**src/rtl/sram_dma_arbiter.sv**
```systemverilog
// Single-port SRAM front end: CPU accesses pass straight through with absolute
// priority, and a word-copy DMA engine borrows the port only in CPU-idle cycles.
module sram_dma_arbiter #(
   parameter int ADDR_W = 16,
   parameter int DATA_W = 32
) (
   input  logic              clk,
   input  logic              reset,
   input  logic              cpu_en,
   input  logic              cpu_we,
   input  logic [ADDR_W-1:0] cpu_addr,
   input  logic [DATA_W-1:0] cpu_di,
   output logic [DATA_W-1:0] cpu_do,
   input  logic              dma_start,
   input  logic [ADDR_W-1:0] dma_src,
   input  logic [ADDR_W-1:0] dma_dst,
   input  logic [ADDR_W-1:0] dma_len,
   output logic              dma_busy,
   output logic              dma_done,
   output logic [ADDR_W-1:0] dma_remaining,
   output logic              sram_en,
   output logic              sram_we,
   output logic [ADDR_W-1:0] sram_addr,
   output logic [DATA_W-1:0] sram_di,
   input  logic [DATA_W-1:0] sram_do
);

   localparam logic [2:0] S_IDLE = 3'd0;
   localparam logic [2:0] S_RD   = 3'd1;
   localparam logic [2:0] S_CAP  = 3'd2;
   localparam logic [2:0] S_WR   = 3'd3;
   localparam logic [2:0] S_DONE = 3'd4;

   localparam logic [ADDR_W-1:0] ADDR_ONE = ADDR_W'(1);

   logic [2:0]        state_q, state_d;
   logic [ADDR_W-1:0] src_q, src_d;
   logic [ADDR_W-1:0] dst_q, dst_d;
   logic [ADDR_W-1:0] remaining_q, remaining_d;
   logic [DATA_W-1:0] data_buf_q, data_buf_d;
   logic              busy_q, busy_d;
   logic              done_q, done_d;
   logic              dma_rd, dma_wr;

   always_comb begin
      state_d     = state_q;
      src_d       = src_q;
      dst_d       = dst_q;
      remaining_d = remaining_q;
      data_buf_d  = data_buf_q;
      dma_rd      = 1'b0;
      dma_wr      = 1'b0;
      case (state_q)
         S_IDLE: begin
            if (dma_start) begin
               src_d       = dma_src;
               dst_d       = dma_dst;
               remaining_d = dma_len;
               state_d     = (dma_len != '0) ? S_RD : S_DONE;
            end
         end
         S_RD: begin
            if (!cpu_en) begin
               dma_rd  = 1'b1;
               state_d = S_CAP;
            end
         end
         S_CAP: begin
            // Read data is on sram_do now whoever owns the port this cycle.
            data_buf_d = sram_do;
            state_d    = S_WR;
         end
         S_WR: begin
            if (!cpu_en) begin
               dma_wr      = 1'b1;
               src_d       = src_q + ADDR_ONE;
               dst_d       = dst_q + ADDR_ONE;
               remaining_d = (remaining_q != '0) ? remaining_q - ADDR_ONE : '0;
               state_d     = (remaining_q == ADDR_ONE) ? S_DONE : S_RD;
            end
         end
         S_DONE:  state_d = S_IDLE;
         default: state_d = S_IDLE;
      endcase
      // Status flags are registered from the next state so they align with it.
      busy_d = (state_d == S_RD) || (state_d == S_CAP) || (state_d == S_WR);
      done_d = (state_d == S_DONE);
   end

   always_comb begin
      sram_en   = 1'b0;
      sram_we   = 1'b0;
      sram_addr = cpu_addr;
      sram_di   = cpu_di;
      if (cpu_en) begin
         sram_en = 1'b1;
         sram_we = cpu_we;
      end else if (dma_rd) begin
         sram_en   = 1'b1;
         sram_addr = src_q;
      end else if (dma_wr) begin
         sram_en   = 1'b1;
         sram_we   = 1'b1;
         sram_addr = dst_q;
         sram_di   = data_buf_q;
      end
   end

   always_ff @(posedge clk) begin
      if (reset) begin
         state_q     <= S_IDLE;
         src_q       <= '0;
         dst_q       <= '0;
         remaining_q <= '0;
         data_buf_q  <= '0;
         busy_q      <= 1'b0;
         done_q      <= 1'b0;
      end else begin
         state_q     <= state_d;
         src_q       <= src_d;
         dst_q       <= dst_d;
         remaining_q <= remaining_d;
         data_buf_q  <= data_buf_d;
         busy_q      <= busy_d;
         done_q      <= done_d;
      end
   end

   assign cpu_do        = sram_do;
   assign dma_busy      = busy_q;
   assign dma_done      = done_q;
   assign dma_remaining = remaining_q;

endmodule

```
**config.mk**
```make
export PLATFORM = sky130hd
export DESIGN_NAME = sram_dma_arbiter
export DESIGN_NICKNAME = d
export VERILOG_FILES = /design/src/rtl/sram_dma_arbiter.sv
export SDC_FILE = /design/constraint.sdc
export NUM_CORES = 1
export LEC_CHECK = 0
export CORE_MARGIN = 10
export CORE_UTILIZATION = 46
export DETAILED_ROUTE_END_ITERATION = 10
export PLACE_DENSITY = 0.84
export SYNTH_ARGS = -nofsm -noshare
export SYNTH_HDL_FRONTEND = slang
export SYNTH_SLANG_ARGS = --single-unit
```
**constraint.sdc**
```tcl
create_clock -name clk -period 4.9 [get_ports clk]
set_input_delay 0.735 -clock clk [delete_from_list [all_inputs] [get_ports clk]]
set_output_delay 0.735 -clock clk [all_outputs]
set_load 0.1 [all_outputs]
```
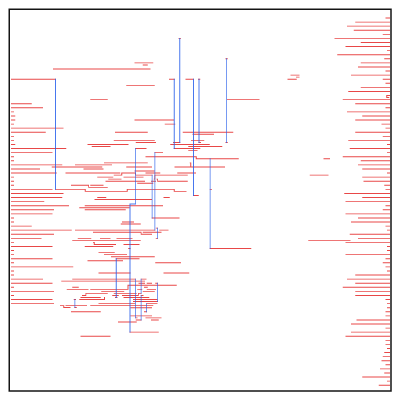
**Above:** metal layers overlaid.
Scale: 3 px per µm. Only two layers are drawn.
met3: marked red, wire length 2,140 µm. met4: marked blue, wire length 369 µm.

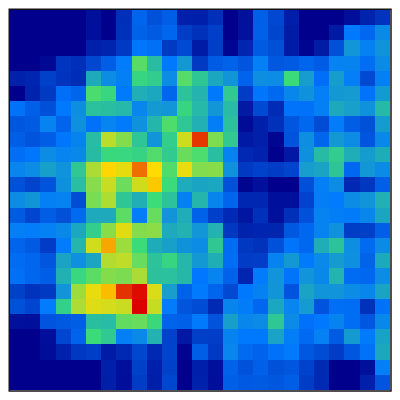
**Above:** wiring heat map.
Scale: 3 px per µm. The die is cut into 25 by 25 equal tiles; dark blue is low, red is high, scaled to the fullest tile. Values are wire area over tile area, all layers added.
9.3% of the tiles are over half the peak. The fullest tile reaches 0.82. The mean over all tiles is 0.21. 9.3% of the tiles are nearly empty.
Total Routed Length: 20,100 µm
overall global routing resource usage: 23.3%
overall via count from detail_route: 6,307

==> summary.txt <==
Notes on the flow run.

- The maximum clock insertion buffer count is 2, for reference.
- The largest incremental delay on the critical path is ~620 ps, for reference.
- The register with the most flip-flops is data_buf_q, for reference.
- The met1 capacity usage during global routing is ~30%, for reference.
- The cell type contributing the most total cell area after synthesis is dfxtp_1, for reference.
- The time the worst path needs with I/O delays and setup is 3590 ps, for reference.
- The synthesis report gives the async set-or-reset register share as 0%.
- The number of warning messages in the yosys log is 0, for reference.
- For this run, design rule violations remaining after detail routing come to 0.
- Relative to the synthesized area, the layout overhead comes to 46.1%.
- The most common logic cells in the final layout are nand2_1, clkdlybuf4s50_1, dfxtp_1, a21oi_1, buf_4.
- The die extent in x is 127 µm, for reference.
- The xor/xnor cell area share of the yosys netlist is less than 1%, for reference.
- The flow ran to the end, and the final reports show no timing, DRC or antenna violations.
- Synthesis produced a netlist whose cell count is 759.
- The post-CTS setup buffer count is 0, for reference.
- Per the detail_route log, met3 wirelength is 2140 µm.
- The final layout reports a setup TNS of 0 ps.
- Traced cell by cell, the critical path runs through clkdlybuf4s50_1 > nor2b_1 > nand2_1 > a221o_1 > buf_12.
- The layout cell share with drive strength beyond 1 is 9.40%, for reference.
- The core box area is approximately 0.011 mm², for reference.
- The number of buffers and inverters on the critical path is 2, for reference.
- The synthesized netlist has a Yosys-reported chip area of 0.00524 mm².
- In the setup report, the worst path falls into the class input port to primary output.
- For this run, global-route usage on met2 was measured as 37.0%.
- CTS saw 85 sinks.
- 0 antenna diodes ended up in the layout.
- The most numerous logic cell after layout is nand2_1, for reference.
- The floorplan die height is 127 µm, for reference.
- The compound-gate portion of the synthesized area is 23.7%, for reference.
- Per the CTS log, the root buffer master is clkbuf_16.
- The most used routing layer in global routing is met2, for reference.
- The tally of buffers added on design ports is between 200 and 250, for reference.
- The number of global-route vias before repair is 5,790, for reference.
- The floorplan row count is 38, for reference.
- The worst-case hold path end point is data_buf_q[9], for reference.
- The run reported a max-capacitance violation count of 0.
- Measured in cells, the most critical reg-to-reg path has a length of 6.
- The final-stage net count is 1,069, for reference.
- Looking at the gate-level netlist, the highest instance count belongs to nand2_1.
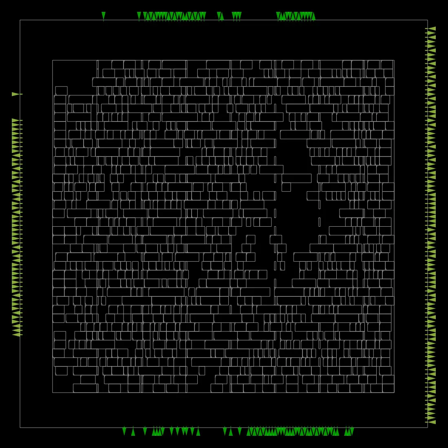
**Above:** placement view.
number of fill cells in the layout: 947
FFs & Latches: 85
total number of tap cells: 140

[worst max path at each step]
stage | startpoint | end
global placement | cpu_en | sram_addr[10]
CTS | cpu_en | sram_addr[10]
finish | cpu_en | sram_addr[10]
global route | cpu_en | sram_addr[10]
detailed placement | cpu_en | sram_addr[9]
floorplan | cpu_en | sram_di[22]
[through the flow]
step                area, µm²  hold WS, ps  setup slack, ps
detailed placement       7340          447             1310
CTS                      7660          456             1300
global placement         7340          442             1340
finish                   7660          455             1310
global route             7660          472             1140
floorplan                5240          437             1550
[final cells by class]
class,count,area share [%]
clock buffers,9,2.94
flip-flops and latches,85,22.2
repair buffers,243,30.5
inverters,10,0.490
clock inverters,7,1.27
well taps,140,2.29
multi-input cells,582,40.3
